Figure 1. The metal 1 layer (run 1).
Scale: 6 px per um. Supply wires on this layer in gray.
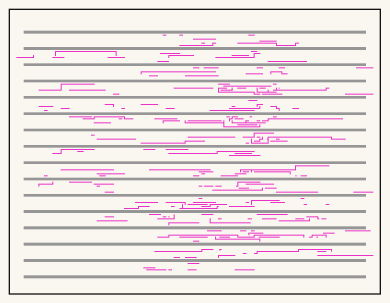
Figure 2. Metal layers overlaid (run 1).
Scale: 6 px per um. Two of the layers only.
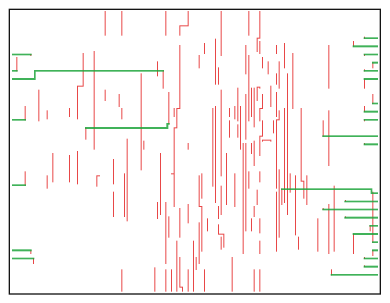
Figure 3. Selected gate families (run 1).
Scale: 8 px per um.
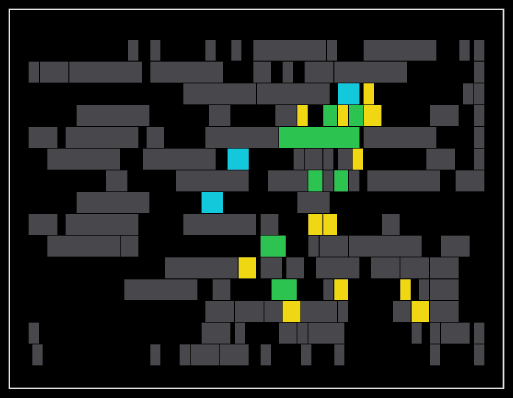
Figure 4. Track usage over the die (run 1).
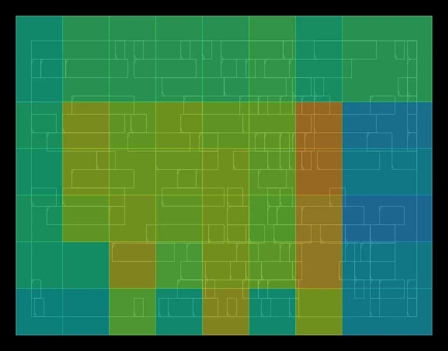
**src/rtl/int_pkg.sv**
```systemverilog
// Shared definitions for the three-level nested interrupt controller:
// level encodings, FSM state type, default handler entries and priority encoder.
package int_pkg;

  localparam logic [1:0] LVL_NONE = 2'd0;
  localparam logic [1:0] LVL1     = 2'd1;
  localparam logic [1:0] LVL2     = 2'd2;
  localparam logic [1:0] LVL3     = 2'd3;

  typedef enum logic [1:0] {
    IDLE = 2'd0,
    REQ  = 2'd1,
    ACK  = 2'd2
  } state_e;

  localparam logic [31:0] DEF_HANDLER1_ADDR = 32'h0000_3000;
  localparam logic [31:0] DEF_HANDLER2_ADDR = 32'h0000_3100;
  localparam logic [31:0] DEF_HANDLER3_ADDR = 32'h0000_3200;

  // Highest set bit of a level vector (bit i-1 = level i), LVL_NONE if empty.
  function automatic logic [1:0] prio_enc(input logic [2:0] vec);
    if (vec[2])      return LVL3;
    else if (vec[1]) return LVL2;
    else if (vec[0]) return LVL1;
    else             return LVL_NONE;
  endfunction

  function automatic logic [2:0] lvl_onehot(input logic [1:0] lvl);
    case (lvl)
      LVL1:    return 3'b001;
      LVL2:    return 3'b010;
      LVL3:    return 3'b100;
      default: return 3'b000;
    endcase
  endfunction

endpackage

```
**src/rtl/int_sync_edge.sv**
```systemverilog
// Multi-flop synchroniser followed by a registered rising-edge detector;
// o_pulse is high for exactly one clock per rising edge of i_d.
module int_sync_edge #(
  parameter int SYNC_STAGES = 2
) (
  input  logic clk,
  input  logic clr_n,
  input  logic i_d,
  output logic o_pulse
);

  logic [SYNC_STAGES-1:0] r_sync;
  logic                   r_prev;
  logic                   r_pulse;

  always_ff @(posedge clk or negedge clr_n) begin
    if (!clr_n) begin
      r_sync  <= '0;
      r_prev  <= 1'b0;
      r_pulse <= 1'b0;
    end else begin
      r_sync  <= {r_sync[SYNC_STAGES-2:0], i_d};
      r_prev  <= r_sync[SYNC_STAGES-1];
      r_pulse <= r_sync[SYNC_STAGES-1] & ~r_prev;
    end
  end

  assign o_pulse = r_pulse;

endmodule

```
**src/rtl/int_ctrl.sv**
```systemverilog
// Three-level nested priority interrupt controller (3 > 2 > 1) with req/ack handshake.
// Optional per-level ack counters cnt1..cnt3 are built when INT_CTRL_COUNT_EN is defined.
module int_ctrl
  import int_pkg::*;
#(
  parameter logic [31:0] HANDLER1_ADDR = DEF_HANDLER1_ADDR,
  parameter logic [31:0] HANDLER2_ADDR = DEF_HANDLER2_ADDR,
  parameter logic [31:0] HANDLER3_ADDR = DEF_HANDLER3_ADDR,
  parameter int          SYNC_STAGES   = 2
) (
  input  logic        clk,
  input  logic        clr_n,
  input  logic [2:0]  inter,
  input  logic        ie,
  input  logic        int_ack,
  input  logic        eret,
  output logic        int_req,
  output logic [1:0]  int_level,
  output logic [31:0] handler_addr,
  output logic [2:0]  inter_running,
  output logic [1:0]  dbg_state
`ifdef INT_CTRL_COUNT_EN
  ,
  output logic [31:0] cnt1,
  output logic [31:0] cnt2,
  output logic [31:0] cnt3
`endif
);

  // Handshake: int_req stays high with a stable int_level/handler_addr (except for
  // re-prioritisation to a higher level) until the core pulses int_ack; dropping ie
  // withdraws the request without losing the pending bit.
  logic [2:0] w_edge;
  logic [2:0] r_pending;
  logic [2:0] r_in_service;
  logic [1:0] r_req_level;
  state_e     r_state;
  state_e     w_next_state;
  logic [1:0] w_cur_level;
  logic [2:0] w_above;
  logic [1:0] w_cand;
  logic [2:0] w_eret_clr;
  logic [2:0] w_ack_set;

  for (genvar g = 0; g < 3; g++) begin : g_sync
    int_sync_edge #(.SYNC_STAGES(SYNC_STAGES)) u_sync (
      .clk     (clk),
      .clr_n   (clr_n),
      .i_d     (inter[g]),
      .o_pulse (w_edge[g])
    );
  end

  assign w_cur_level = prio_enc(r_in_service);
  assign w_above     = 3'b111 << w_cur_level;
  assign w_cand      = prio_enc(r_pending & w_above);
  assign w_eret_clr  = eret ? lvl_onehot(w_cur_level) : 3'b000;
  assign w_ack_set   = (r_state == ACK) ? lvl_onehot(r_req_level) : 3'b000;

  // New edges are OR-ed in after the ack clear so a same-cycle edge survives.
  always_ff @(posedge clk or negedge clr_n) begin
    if (!clr_n) begin
      r_pending    <= 3'b000;
      r_in_service <= 3'b000;
    end else begin
      r_pending    <= (r_pending & ~w_ack_set) | w_edge;
      r_in_service <= (r_in_service & ~w_eret_clr) | w_ack_set;
    end
  end

  always_ff @(posedge clk or negedge clr_n) begin
    if (!clr_n) begin
      r_state <= IDLE;
    end else begin
      r_state <= w_next_state;
    end
  end

  always_comb begin
    w_next_state = r_state;
    case (r_state)
      IDLE: if (ie && (w_cand != LVL_NONE) && !eret) w_next_state = REQ;
      REQ: begin
        if (!ie)          w_next_state = IDLE;
        else if (int_ack) w_next_state = ACK;
      end
      ACK:     w_next_state = IDLE;
      default: w_next_state = IDLE;
    endcase
  end

  always_ff @(posedge clk or negedge clr_n) begin
    if (!clr_n) begin
      r_req_level <= LVL_NONE;
    end else if (r_state == IDLE && w_next_state == REQ) begin
      r_req_level <= w_cand;
    end else if (r_state == REQ && w_next_state == REQ && w_cand > r_req_level) begin
      r_req_level <= w_cand;
    end
  end

  always_comb begin
    int_req      = 1'b0;
    int_level    = LVL_NONE;
    handler_addr = 32'h0;
    if (r_state == REQ) begin
      int_req   = 1'b1;
      int_level = r_req_level;
      case (r_req_level)
        LVL1:    handler_addr = HANDLER1_ADDR;
        LVL2:    handler_addr = HANDLER2_ADDR;
        LVL3:    handler_addr = HANDLER3_ADDR;
        default: handler_addr = 32'h0;
      endcase
    end
  end

  assign inter_running = r_in_service;
  assign dbg_state     = r_state;

`ifdef INT_CTRL_COUNT_EN
  logic [31:0] r_cnt1;
  logic [31:0] r_cnt2;
  logic [31:0] r_cnt3;

  always_ff @(posedge clk or negedge clr_n) begin
    if (!clr_n) begin
      r_cnt1 <= 32'h0;
      r_cnt2 <= 32'h0;
      r_cnt3 <= 32'h0;
    end else begin
      if (w_ack_set[0]) r_cnt1 <= r_cnt1 + 32'd1;
      if (w_ack_set[1]) r_cnt2 <= r_cnt2 + 32'd1;
      if (w_ack_set[2]) r_cnt3 <= r_cnt3 + 32'd1;
    end
  end

  assign cnt1 = r_cnt1;
  assign cnt2 = r_cnt2;
  assign cnt3 = r_cnt3;
`endif

endmodule

```
**config.mk**
```make
export PLATFORM = sky130hd
export DESIGN_NAME = int_ctrl
export DESIGN_NICKNAME = d
export VERILOG_FILES = /design/src/rtl/int_pkg.sv /design/src/rtl/int_sync_edge.sv /design/src/rtl/int_ctrl.sv
export SDC_FILE = /design/constraint.sdc
export NUM_CORES = 1
export LEC_CHECK = 0
export CAP_MARGIN = 20
export CORE_ASPECT_RATIO = 0.75
export CORE_MARGIN = 2
export CORE_UTILIZATION = 44
export DETAILED_ROUTE_END_ITERATION = 8
export MAX_ROUTING_LAYER = met4
export PLACE_DENSITY_LB_ADDON = 0.12
export SYNTH_ARGS = -nofsm -noshare
export SYNTH_HDL_FRONTEND = slang
export SYNTH_SLANG_ARGS = --single-unit
```
**constraint.sdc**
```tcl
create_clock -name clk -period 3.9 [get_ports clk]
set_input_delay 0.585 -clock clk [delete_from_list [all_inputs] [get_ports clk]]
set_output_delay 0.585 -clock clk [all_outputs]
set_load 0.005 [all_outputs]
```
==> results.cfg, run 1 <==
; physical design summary
[status]
status = complete, no violations

[hold_path]
hold_class = reg2reg
hold_path_end = g_sync[0].u_sync.r_sync[1]
holdCritStartpoint = g_sync[0].u_sync.r_sync[0]
holdPathStages = 0

[cells_and_area]
fin_util_pct = 53.6
layout.cells.most_common = conb_1
dominant_cells = sequential cells
clk_share_pct = 2.91
drive_above_1_share_pct = 6.56
regArea_um2 = 551
final_cell_mix = 28 x conb_1, 22 x dfrtp_1, 19 x clkdlybuf4s50_1
antennaDiodeCount = 0
syn_to_final_growth_pct = 13.9
fin_nets = 133
logic_area_um2 = 405
regMostFlops = g_sync.u_sync.r_sync
stdcell_area_mm2 = 0.00125
buf_share_pct = 15.2

[worst_setup_path]
cp.arrival_ns = 1.88
rr_endpoint = r_req_level[1]
path_class = reg2out
slowest_stage = clkdlybuf4s50_1
setup.worst_path.end = handler_addr[12]
reg2reg_from = inter_running[0]
cp_cell_sequence = nor2b_1 > and2_1 > nand2b_1 > clkdlybuf4s50_1
crit_buf_inv = 1
crit_family = simple AND/OR/NAND/NOR gates
cp.depth = 4
cp-end-kind = primary output
crit_path_max_incr_delay_ns = 0.51

[sta]
fin_crit_ns = 2.46
hold_violations = 0
skew_ns = 0.00420
tns_ns = 0
fmax_mhz = 406
setup_ws_ns = 1.44
hold-worst-slack_ns = 0.360
rsz0062_at_grt = false
slew_violations = 0
worst_pin_slew_ns = 0.925

[job]
cap_violations = 0

[clocking]
cts_resized = 0
cts_hold_buf = 0
cts_tree = yes
htreeDepth = 1
clk_latency_ns = 0.30
path_clk_slew_ns = 0.12

[global_route]
grt_max_degree = 23
first_global_vias = 492
met3_usage_pct = 5.23
gr-total-overflow = 0
grt_pass1_wl_um = 2240

[synth]
top_logic_kind = buffers and inverters
yosys_warnings = 0
synth_area_mm2 = 0.00109
synth_area_per_cell_um2 = 10.8
async_reset_ff_share_pct = 100
ys.flop_type = dfrtp_1
synthTopCellsByCount = 29 x buf_4, 22 x dfrtp_1, 6 x inv_1, 6 x nor2b_1, 5 x nand2_1
ys.flops = 22
yosys_cells = 101
synthMuxAreaShare_pct = 2.29
synth_top_cell_by_count = buf_4
postSynthSeqShare_pct = 50.3
synthDistinctLibCells = 24
ys_sh_adder_pct = 2.29
top_area_cell = dfrtp_1

[drt]
first_pass_iters = 4
wl_met2_um = 733
drc_errors = 0
drtAntennaViolNets = 0

[pwr]
p_switching_w = 0.000136
p_comb_w = 0.000116
pwr.group.clock_w = 0.000122
ir_drop_uv = 230
maxPowerGroup = registers
leakage_nw = 0.606
seqPwrFrac_pct = 53.0
pwr_density_cell_mw_per_mm2 = 406

[die]
die_width_um = 61.6
rows = 15
io_pins = 48

[placement]
hpwl_um = 1240
io_buffer_count = 19
placed_area_mm2 = 0.00121
post-place-ws_ns = 1.55
dp_cells = 152
Notes on Figure 1 above:
wire length on this layer: 674 um
longest straight run: 12.4 um
main direction: horizontal
share of all routed wire: 44%

Notes on Figure 2 above:
| color | layer | wire length |
|---|---|---|
| red | metal 2 | 734 um |
| green | metal 3 | 138 um |

Notes on Figure 3 above:
| color | family | cells |
|---|---|---|
| yellow | NAND gates | 12 |
| cyan | AND-OR and OR-AND gates | 3 |
| green | inverting AOI/OAI gates | 7 |

Notes on Figure 4 above:
DR WL/cell: 9.91 um
busiest metal layer after global routing: met2
grt met1 use: 13.9%

Figure 5. Zoomed window (run 1).
Region (16, 17) to (46, 47) um. Cells in gray, sequential cells in the stronger gray; small squares are vias.
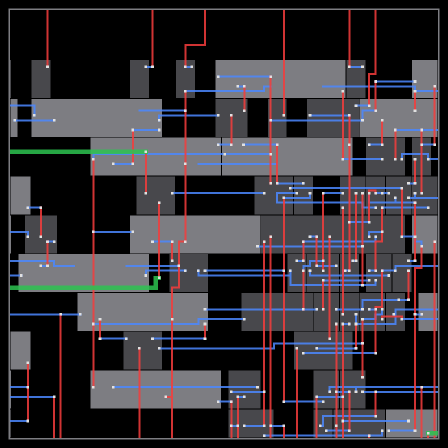

==> inputs of run 2 (changes only) <==
--- a/config.mk
+++ b/config.mk
@@ -8,7 +8,7 @@
 export CAP_MARGIN = 20
 export CORE_ASPECT_RATIO = 0.75
 export CORE_MARGIN = 2
-export CORE_UTILIZATION = 44
+export CORE_UTILIZATION = 37
 export DETAILED_ROUTE_END_ITERATION = 8
 export MAX_ROUTING_LAYER = met4
 export PLACE_DENSITY_LB_ADDON = 0.12
==> constraint.sdc (replaced) <==
create_clock -name clk -period 2.05 [get_ports clk]
set_input_delay 0.3075 -clock clk [delete_from_list [all_inputs] [get_ports clk]]
set_output_delay 0.3075 -clock clk [all_outputs]
set_load 0.005 [all_outputs]
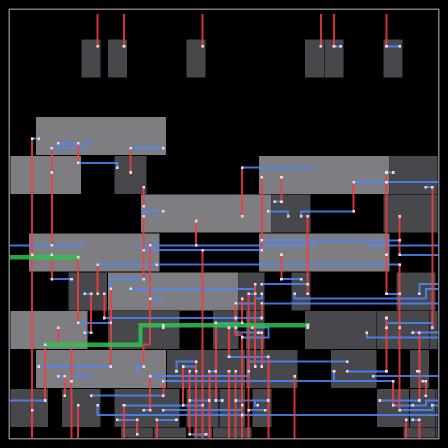
Figure 6: run 2, zoomed window.
Region (18, 21) to (48, 51) um. Cells in gray, sequential cells in the stronger gray; small squares are vias.
| color | layer |
|---|---|
| red | metal 2 |
| blue | metal 1 |
| green | metal 3 |
sequential cells in the window: 9
most frequent: dfrtp_1 (9), conb_1 (6)
netlist names of flops here include: r_pending (3), g_sync.u_sync.o_pulse (2)
cells with their middle in the window: 39

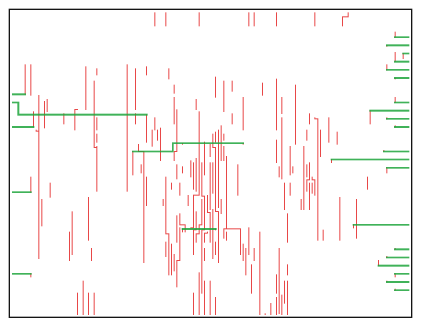
Figure 7: run 2, metal layers overlaid.
Scale: 6 px per um. Two of the layers only.
| color | layer | wire length |
|---|---|---|
| green | metal 3 | 139 um |
| red | metal 2 | 748 um |

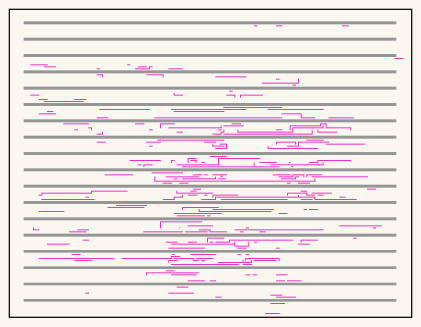
Figure 8: run 2, the metal 1 layer.
Scale: 6 px per um. Supply wires on this layer in gray.
longest straight run: 26.7 um
wire length on this layer: 791 um

==> results.cfg, run 2 <==
; physical design summary
[synth]
yosys_warnings = 0
synthMuxAreaShare_pct = 2.29
ys_sh_adder_pct = 2.29
synthTopCellsByCount = 29 x buf_4, 22 x dfrtp_1, 6 x inv_1, 6 x nor2b_1, 5 x nand2_1
top_logic_kind = buffers and inverters
async_reset_ff_share_pct = 100
yosys_cells = 101
top_area_cell = dfrtp_1
synth_area_per_cell_um2 = 10.8

[sta]
skew_ns = 0.00379
fmax_mhz = 507
fin_crit_ns = 1.97
setup_ws_ns = 0.0759
hold_violations = 0
slew_violations = 0
hold-worst-slack_ns = 0.354

[placement]
post-place-ws_ns = -0.0257
dp_cells = 162
placed_area_mm2 = 0.00126
hpwl_um = 1320
io_buffer_count = 19

[clocking]
cts_tree = yes
cts_hold_buf = 0
cts_resized = 2
clk_latency_ns = 0.26

[drt]
wl_per_cell_um = 10.1
wl_met2_um = 747

[global_route]
met3_usage_pct = 4.19
gr-total-overflow = 0
first_global_vias = 596
grt_pass1_wl_um = 2670
grt_busiest_layer = met2
gr-usage-met1_pct = 14.7
grt_max_degree = 23

[hold_path]
hold_path_end = g_sync[0].u_sync.r_sync[1]
hold_class = reg2reg
holdCritStartpoint = g_sync[0].u_sync.r_sync[0]
holdPathStages = 0

[cells_and_area]
fin_util_pct = 47.5
regArea_um2 = 551
buf_share_pct = 17.2
dominant_cells = sequential cells
regMostFlops = g_sync.u_sync.r_sync
stdcell_area_mm2 = 0.00137
logic_area_um2 = 438
final_cell_mix = 28 x conb_1, 22 x dfrtp_1, 19 x clkdlybuf4s50_1
syn_to_final_growth_pct = 24.7

[worst_setup_path]
cp.depth = 4
setup.worst_path.end = handler_addr[13]
crit_family = buffers and inverters
path_class = reg2out
crit_path_max_incr_delay_ns = 0.50
slowest_stage = clkdlybuf4s50_1
reg2reg_from = inter_running[0]
cp.arrival_ns = 1.67

[pwr]
leakage_nw = 0.660
ir_drop_uv = 413
p_switching_w = 0.000292

[die]
rows = 17
die_width_um = 66.8
io_pins = 48

[job]
cap_violations = 0

[status]
status = complete, no violations
==> inputs of run 3 (changes only) <==
--- a/config.mk
+++ b/config.mk
@@ -12,6 +12,7 @@
 export DETAILED_ROUTE_END_ITERATION = 8
 export MAX_ROUTING_LAYER = met4
 export PLACE_DENSITY_LB_ADDON = 0.12
+export SLEW_MARGIN = 20
 export SYNTH_ARGS = -nofsm -noshare
 export SYNTH_HDL_FRONTEND = slang
 export SYNTH_SLANG_ARGS = --single-unit
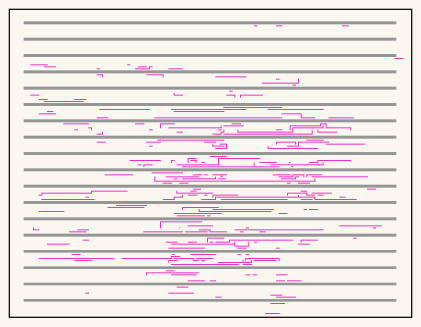
Figure 9: run 3, the metal 1 layer.
Scale: 6 px per um. Supply wires on this layer in gray.
main direction: horizontal
nets with wire on the layer: 101
wire length on this layer: 791 um
share of all routed wire: 47%
longest straight run: 26.7 um

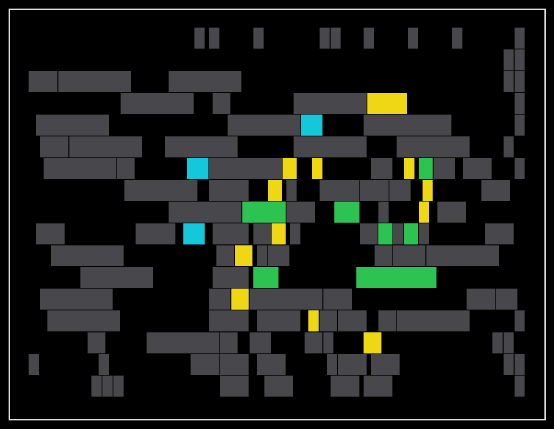
Figure 10: run 3, selected gate families.
Scale: 8 px per um.
| color | family | cells |
|---|---|---|
| yellow | NAND gates | 12 |
| cyan | AND-OR and OR-AND gates | 3 |
| green | inverting AOI/OAI gates | 7 |

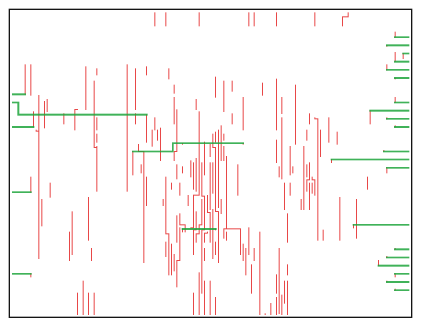
Figure 11: run 3, metal layers overlaid.
Scale: 6 px per um. Two of the layers only.
| color | layer | wire length |
|---|---|---|
| red | metal 2 | 748 um |
| green | metal 3 | 139 um |

==> results.cfg, run 3 <==
; physical design summary
[synth]
ys_sh_adder_pct = 2.29
synth_area_mm2 = 0.00109
yosys_warnings = 0
ys_area_mm2 = 0.00109
synthTopCellsByCount = 29 x buf_4, 22 x dfrtp_1, 6 x inv_1, 6 x nor2b_1, 5 x nand2_1
yosys_cells = 101
top_area_share_pct = 50.3
synthCells = 101
top_logic_kind = buffers and inverters
async_reset_ff_share_pct = 100
area_leaders = dfrtp_1 50%, buf_4 20%, nor2b_1 3.4%
ys.flop_type = dfrtp_1
simple_gate_share_pct = 14.9
top_area_cell = dfrtp_1
synth_area_per_cell_um2 = 10.8
synthMuxAreaShare_pct = 2.29

[cells_and_area]
fin_util_pct = 47.5
comb-cell-share_pct = 32.1
final_cell_mix = 28 x conb_1, 22 x dfrtp_1, 19 x clkdlybuf4s50_1
fin_nets = 139
regArea_um2 = 551
syn_to_final_growth_pct = 24.7
stdcell_area_mm2 = 0.00137
fillers = 270
dominant_cells = sequential cells
buf_share_pct = 17.2
logic_area_um2 = 438
regMostFlops = g_sync.u_sync.r_sync
buffers = 25

[pwr]
ir_drop_uv = 413
pwr.group.clock_w = 0.000401
p_switching_w = 0.000292
leakage_nw = 0.660

[clocking]
cts_made_buffers = 3
clk_latency_ns = 0.26
path_clk_slew_ns = 0.08
cts_resized = 2
cts_hold_buf = 0
cts_tree = yes

[global_route]
met3_usage_pct = 4.19
grt_max_degree = 23
gr-usage-met1_pct = 14.7
grt_pass1_wl_um = 2670
grt_busiest_layer = met2
gr-total-overflow = 0
first_global_vias = 596

[placement]
dp_cells = 162
gp_congestion = 0.765
placed_area_mm2 = 0.00126
hpwl_um = 1320
post-place-ws_ns = -0.0257
io_buffer_count = 19

[drt]
wl_met2_um = 747
wl_per_cell_um = 10.1
first_pass_iters = 4

[worst_setup_path]
reg2reg_from = inter_running[0]
crit_family = buffers and inverters
path_class = reg2out
start_kind = flip-flop
cp_cell_sequence = nor2b_4 > and2_1 > nand2b_1 > clkdlybuf4s50_1
cp.arrival_ns = 1.67
setup.worst_path.end = handler_addr[13]
slowest_stage = clkdlybuf4s50_1
crit_path_max_incr_delay_ns = 0.50
r2r_slack_ns = 0.08
cp.depth = 4

[hold_path]
holdPathStages = 0
holdCritStartpoint = g_sync[0].u_sync.r_sync[0]
hold_path_end = g_sync[0].u_sync.r_sync[1]
hold_class = reg2reg

[sta]
setup_ws_ns = 0.0759
slew_violations = 0
fmax_mhz = 507
hold-worst-slack_ns = 0.354
fin_crit_ns = 1.97
skew_ns = 0.00379
hold_violations = 0

[die]
taps = 38
rows = 17
die_width_um = 66.8
io_pins = 48

[job]
tool_warnings = 26
cap_violations = 0

[status]
status = complete, no violations
